--- config.mk ---
export PLATFORM = sky130hd
export DESIGN_NAME = alu_cmd_ctrl
export DESIGN_NICKNAME = d
export VERILOG_FILES = /design/src/rtl/alu_cmd_ctrl.sv
export SDC_FILE = /design/constraint.sdc
export NUM_CORES = 1
export LEC_CHECK = 0
export CORE_MARGIN = 2
export CORE_UTILIZATION = 48
export CTS_BUF_LIST = sky130_fd_sc_hd__clkbuf_8
export DETAILED_ROUTE_END_ITERATION = 16
export PLACE_DENSITY = 0.83
export SLEW_MARGIN = 20
export SYNTH_ARGS = -nofsm -noshare
export SYNTH_HDL_FRONTEND = slang
export SYNTH_SLANG_ARGS = --single-unit
export TNS_END_PERCENT = 30
--- constraint.sdc ---
create_clock -name i_CLK -period 2.2 [get_ports i_CLK]
set_input_delay 0.44 -clock i_CLK [delete_from_list [all_inputs] [get_ports i_CLK]]
set_output_delay 0.44 -clock i_CLK [all_outputs]
set_load 0.005 [all_outputs]
--- src/rtl/alu_cmd_ctrl.sv ---
// UART-side command initiator for the ALU.
// Collects a [FUN][A][B] frame, fires the ALU for one cycle, captures the
// result and flags, and streams [RES_LO][RES_HI][FLAGS] or a single error byte.
module alu_cmd_ctrl #(
  parameter int          DATA_WIDTH     = 8,
  parameter int          ALU_FUN_WIDTH  = 4,
  parameter int          TIMEOUT_CYCLES = 50000,
  parameter logic [7:0]  ERR_BYTE       = 8'hEE
) (
  input  logic                       i_CLK,
  input  logic                       i_RST,
  input  logic [7:0]                 i_RX_DATA,
  input  logic                       i_RX_VALID,
  output logic [7:0]                 o_TX_DATA,
  output logic                       o_TX_VALID,
  input  logic                       i_TX_READY,
  output logic [ALU_FUN_WIDTH-1:0]   o_ALU_FUN,
  output logic [DATA_WIDTH-1:0]      o_ALU_A,
  output logic [DATA_WIDTH-1:0]      o_ALU_B,
  output logic                       o_ALU_EN,
  input  logic [2*DATA_WIDTH-1:0]    i_ALU_OUT,
  input  logic                       i_ALU_CF,
  input  logic                       i_ALU_OF,
  input  logic                       i_ALU_EF,
  input  logic                       i_ALU_ZF,
  input  logic                       i_ALU_VALID,
  output logic                       o_BUSY,
  output logic                       o_RX_DROP,
  output logic                       o_TIMEOUT
);

  localparam int CNT_W = (TIMEOUT_CYCLES > 1) ? $clog2(TIMEOUT_CYCLES) : 1;
  localparam logic [CNT_W-1:0] CNT_LAST = CNT_W'(TIMEOUT_CYCLES - 1);

  typedef enum logic [3:0] {
    S_IDLE, S_GET_A, S_GET_B, S_EXEC, S_CAPT,
    S_TX_LO, S_TX_HI, S_TX_FLG, S_TX_ERR
  } state_t;

  state_t                      state_q, state_d;
  logic [ALU_FUN_WIDTH-1:0]    fun_q, fun_d;
  logic [DATA_WIDTH-1:0]       a_q, a_d;
  logic [DATA_WIDTH-1:0]       b_q, b_d;
  logic [2*DATA_WIDTH-1:0]     res_q, res_d;
  logic [7:0]                  flg_q, flg_d;
  logic [CNT_W-1:0]            cnt_q, cnt_d;

  // The FUN byte's upper bits carry no meaning for the ALU.
  logic unused_fun_hi;
  assign unused_fun_hi = ^i_RX_DATA[7:ALU_FUN_WIDTH];

  assign o_ALU_FUN = fun_q;
  assign o_ALU_A   = a_q;
  assign o_ALU_B   = b_q;
  assign o_BUSY    = (state_q != S_IDLE);

  // State and datapath registers; async reset clears everything so a pending TX dies at once.
  always_ff @(posedge i_CLK or posedge i_RST) begin
    if (i_RST) begin
      state_q <= S_IDLE;
      fun_q   <= '0;
      a_q     <= '0;
      b_q     <= '0;
      res_q   <= '0;
      flg_q   <= '0;
      cnt_q   <= '0;
    end else begin
      state_q <= state_d;
      fun_q   <= fun_d;
      a_q     <= a_d;
      b_q     <= b_d;
      res_q   <= res_d;
      flg_q   <= flg_d;
      cnt_q   <= cnt_d;
    end
  end

  // Next-state, frame collection, inter-byte timeout and response streaming.
  always_comb begin
    state_d    = state_q;
    fun_d      = fun_q;
    a_d        = a_q;
    b_d        = b_q;
    res_d      = res_q;
    flg_d      = flg_q;
    cnt_d      = cnt_q;
    o_TX_DATA  = 8'h00;
    o_TX_VALID = 1'b0;
    o_ALU_EN   = 1'b0;
    o_RX_DROP  = 1'b0;
    o_TIMEOUT  = 1'b0;
    case (state_q)
      S_IDLE: begin
        if (i_RX_VALID) begin
          fun_d   = i_RX_DATA[ALU_FUN_WIDTH-1:0];
          cnt_d   = '0;
          state_d = S_GET_A;
        end
      end
      S_GET_A, S_GET_B: begin
        // A byte arriving on the expiry cycle wins over the timeout.
        if (i_RX_VALID) begin
          cnt_d = '0;
          if (state_q == S_GET_A) begin
            a_d     = i_RX_DATA[DATA_WIDTH-1:0];
            state_d = S_GET_B;
          end else begin
            b_d     = i_RX_DATA[DATA_WIDTH-1:0];
            state_d = S_EXEC;
          end
        end else if (cnt_q == CNT_LAST) begin
          o_TIMEOUT = 1'b1;
          cnt_d     = '0;
          state_d   = S_IDLE;
        end else begin
          cnt_d = cnt_q + CNT_W'(1);
        end
      end
      S_EXEC: begin
        o_ALU_EN  = 1'b1;
        o_RX_DROP = i_RX_VALID;
        state_d   = S_CAPT;
      end
      S_CAPT: begin
        o_RX_DROP = i_RX_VALID;
        if (i_ALU_VALID) begin
          res_d   = i_ALU_OUT;
          flg_d   = {4'b0000, i_ALU_CF, i_ALU_OF, i_ALU_EF, i_ALU_ZF};
          state_d = S_TX_LO;
        end else begin
          state_d = S_TX_ERR;
        end
      end
      S_TX_LO: begin
        o_TX_VALID = 1'b1;
        o_TX_DATA  = res_q[7:0];
        o_RX_DROP  = i_RX_VALID;
        if (i_TX_READY) state_d = S_TX_HI;
      end
      S_TX_HI: begin
        o_TX_VALID = 1'b1;
        o_TX_DATA  = res_q[15:8];
        o_RX_DROP  = i_RX_VALID;
        if (i_TX_READY) state_d = S_TX_FLG;
      end
      S_TX_FLG: begin
        o_TX_VALID = 1'b1;
        o_TX_DATA  = flg_q;
        o_RX_DROP  = i_RX_VALID;
        if (i_TX_READY) state_d = S_IDLE;
      end
      S_TX_ERR: begin
        o_TX_VALID = 1'b1;
        o_TX_DATA  = ERR_BYTE;
        o_RX_DROP  = i_RX_VALID;
        if (i_TX_READY) state_d = S_IDLE;
      end
      default: state_d = S_IDLE;
    endcase
  end

endmodule

Fig. 1: run 1, signal wires by layer
Only two layers are drawn.
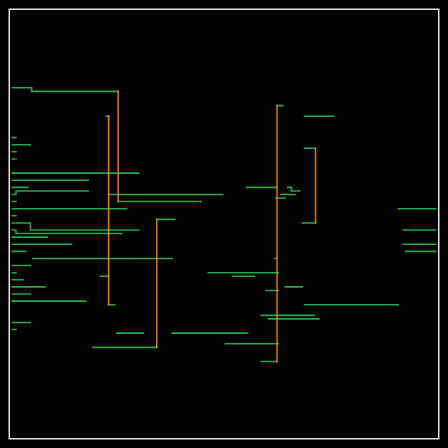
[met4] orange | wire length: 145 um
[met3] green | wire length: 434 um

Fig. 2: run 1, metal 4
Bar = 20 um.
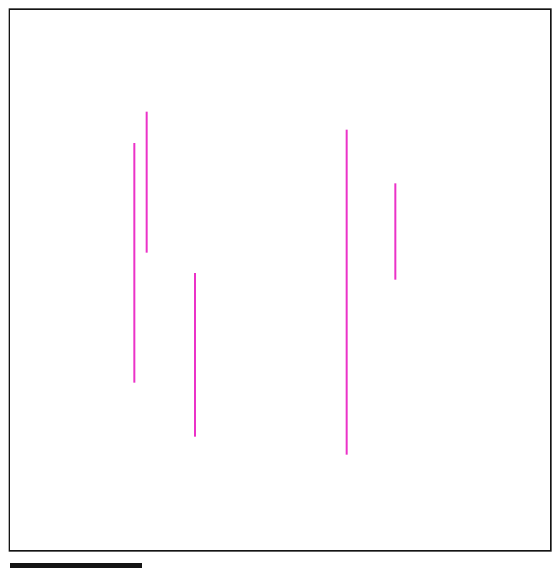
wire length on this layer: 145 um
longest straight run: 49.0 um
vias post-DR: 2,476
Post-Route WL: 7240 um

==> flow_summary.toml, run 1 <==
# physical design summary
[route]
drcViolationCount = 0
wl_met3_um = 434
routedWlPerCell_um = 16.1
dr.pass1.iters = 4

[synth]
logic_family = "multiplexers"
synth-edff-count = 0
yosys.area.top_type_share = 0.516
postSynthSeqShare = 0.516
synthMuxAreaShare = 0.179
synth_adder_area_share = 0.00430
synthCells = 265
aoi_share = 0.111
ys_area_sq_um = 2910
synth.avg_cell_area_sq_um = 11.0
ys_cells = 265

[final_timing]
max_clock_freq_mhz = 441
maxSlewViolCount = 0
fin_crit_sh = 1.03
whs_ns = 0.482
worst_slack_ns = -0.0672
hold_viol = 0
finalSetupViolCount = 2

[cts]
insertion_delay_ns = 0.33
cts_tree = "built"
clock-sinks = 60

[finish]
fillers = 422
antenna_cells = 0
logic_gates = 186
logic_area_sq_um = 1410
clock_buffers = 11
syn_to_final_growth_pct = 44.4
final_layout_top_logic_cells = "dfrtp_1 (58), clkdlybuf4s50_1 (53), mux2_2 (40)"
clk_share = 0.0482

[pwr]
power.density_nw_per_um2 = 1200
peakVddDrop_v = 0.000769
cellLeakagePower_nw = 1.90

[floorplan]
die_y_um = 81.9
rows = 28
die_x_um = 81.9
fp_util = 0.494

[run_status]
violations = "negative setup slack"
status = "finished with violations"

[place]
dp_hpwl_um = 4850
gp_congestion = 0.869
io_buffers = 65

[grt]
grt_pass1_vias = 2508
overflow = 0

[critical_path]
cp-startpoint = "state_q[0]$_DFFE_PP0P_"
crit_type = "reg2out"
arrival_ns = 1.83
rrSetupSlack_ns = 0.11
timing.rr.end = "cnt_q[7]$_DFFE_PP0P_"
Fig. 3: run 1, selected gate families
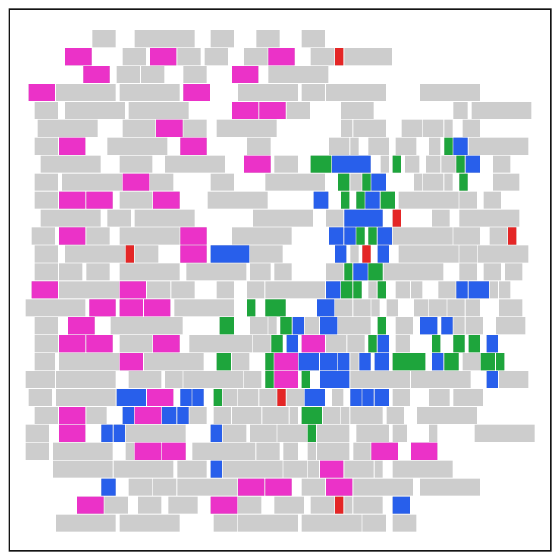
[multiplexers] magenta | cells: 47 | most used: mux2_2
[NAND gates] green | cells: 38 | most used: nand2_1
[inverters] red | cells: 7 | most used: inv_1
[inverting AOI/OAI gates] blue | cells: 49 | most used: a21oi_1
Top cell excl fill/tap: dfrtp_1
logic share of the area: 0.335
Finished Layout Cells: 448

Fig. 4: run 1, routing congestion map
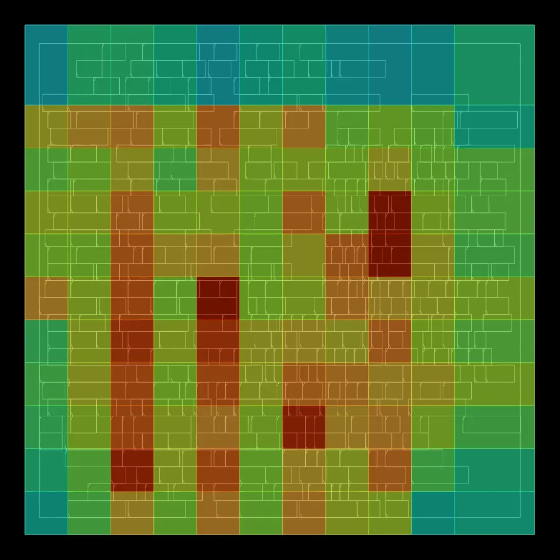
Most Crowded Layer GR: met2
met2 GRT Util: 0.373
gr usage total: 0.224

## run 1: where the power goes
group	switching (mW)	internal, mW	total (mW)
clock	0.429	0.577	1.01
combinational	0.987	1.29	2.27
sequential	0.243	1.52	1.77
## run 1: synth_stat cells, types with 4 or more instances
cell type,n
mux2_2,40
nor3_1,5
o21ai_0,9
o22ai_1,6
nor2b_1,5
nand2_1,22
clkbuf_1,6
nor2_1,21
a31oi_1,8
mux2i_1,7
dfrtp_1,60
nand4_1,5
a21oi_1,13
inv_1,7
xnor2_1,4
nand3_1,6
## run 1: worst max-delay path: stages (launching register included)
cell and delay (ns):
dfrtp_2 0.46, buf_4 0.18, nor2_4 0.12, nand4_1 0.12
o21ai_1 0.10, clkdlybuf4s50_1 0.51
Fig. 5: run 1, register map, names as in the netlist
Bar = 20 um. Other sequential cells in the stronger grey, the rest of the logic in the fainter grey.
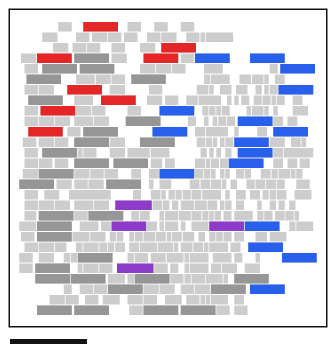

## Run 2: what changed since run 1
SLEW_MARGIN = 10   (was 20)
clock period = 2.4 ns   (was 2.2 ns; I/O delays follow)
Fig. 6: run 2, register map, names as in the netlist
Bar = 20 um. Other sequential cells in the stronger grey, the rest of the logic in the fainter grey.
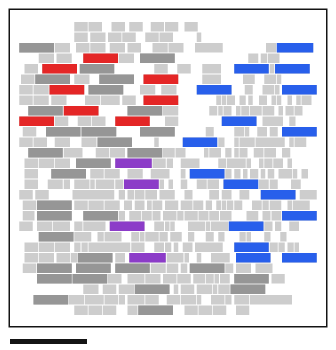
[`cnt_q`] blue | placed flops: 16
[`o_ALU_A`] red | placed flops: 8
[`state_q`] purple | placed flops: 4
not coloured: 32
flop share of the area: 0.362
Final Util: 0.707

Fig. 7: run 2, routing congestion map
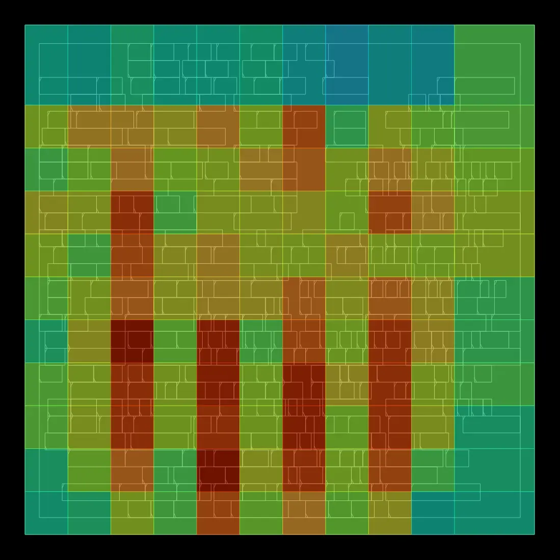
met1 Usage GRT: 0.276
met2 GRT Util: 0.385

==> run 2 against run 1 <==
  * The run now ends clean
  * Combinational power fell by 11%
  * Sequential power fell by 8%
  * Cell count fell by 2.5%
  * Sequential share of layout area up 0.41 points
  * Die area unchanged
  * Critical endpoint is now o_TX_DATA[4]
  * Largest cell class unchanged
==> flow_summary.toml, run 2 <==
# physical design summary
[pwr]
peakVddDrop_v = 0.000749
internal_power_mw = 3.26
p_sw_mw = 1.53
combPwrFrac = 0.424

[place]
io_buffers = 65
gp_congestion = 0.803
dp_hpwl_um = 4910

[final_timing]
fin_crit_sh = 0.975
maxSlewViolCount = 0
worst_slack_ns = 0.0612
max_clock_freq_mhz = 428

[critical_path]
path_depth = 5
arrival_ns = 1.86
timing.rr.end = "state_q[0]$_DFFE_PP0P_"

[floorplan]
die_y_um = 81.9
rows = 28

[route]
drcViolationCount = 0
dr.pass1.iters = 4
vias = 2448
wirelength_um = 7200

[grt]
grt_pass1_vias = 2404

[synth]
synth_adder_area_share = 0.00430
postSynthSeqShare = 0.516
logic_family = "multiplexers"
synth.avg_cell_area_sq_um = 11.0
common_cells = "dfrtp_1 (60), mux2_2 (40), nand2_1 (22)"
ys_cells = 265
synth-edff-count = 0

[finish]
antenna_cells = 0
clk_share = 0.0599
syn_to_final_growth_pct = 42.9
clock_buffers = 10

[run_status]
status = "finished, final reports clean"

[cts]
insertion_delay_ns = 0.34
clock-sinks = 60
Fig. 8: run 2, selected gate families
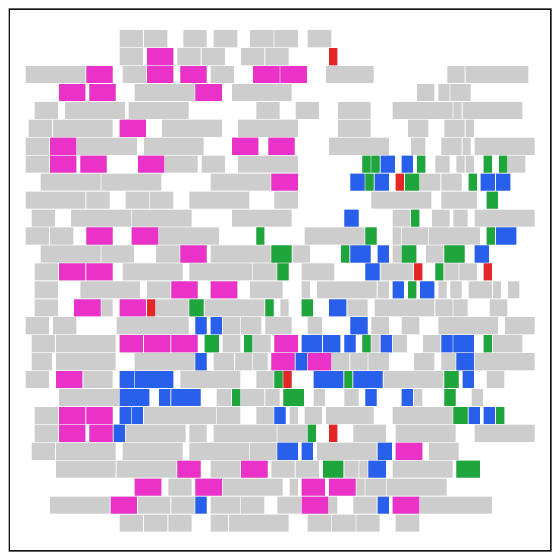
[inverting AOI/OAI gates] blue | cells: 49 | most used: a21oi_1
[inverters] red | cells: 7 | most used: inv_1
[multiplexers] magenta | cells: 47 | most used: mux2_2
[NAND gates] green | cells: 38 | most used: nand2_1
Finished Layout Cells: 437
Top cell excl fill/tap: clkdlybuf4s50_1
logic share of the area: 0.334

-- run 2: what timing repair did --
item / in CTS / in global routing
setup endpoints to repair: 13 / 11
buffers inserted: 6 / 1
pin swaps: 2 / 1
gates resized: 17 / 12
-- run 2: power groups by stage --
stage | clock, mW | combinational, mW | sequential, mW
floorplan | 0 | 1.03 | 1.59
global placement | 0 | 1.85 | 1.62
detailed placement | 0 | 1.91 | 1.64
CTS | 1.15 | 2.01 | 1.62
global route | 1.21 | 2.21 | 1.67
finish | 1.13 | 2.03 | 1.63
Power and IR drop assume default switching activity.
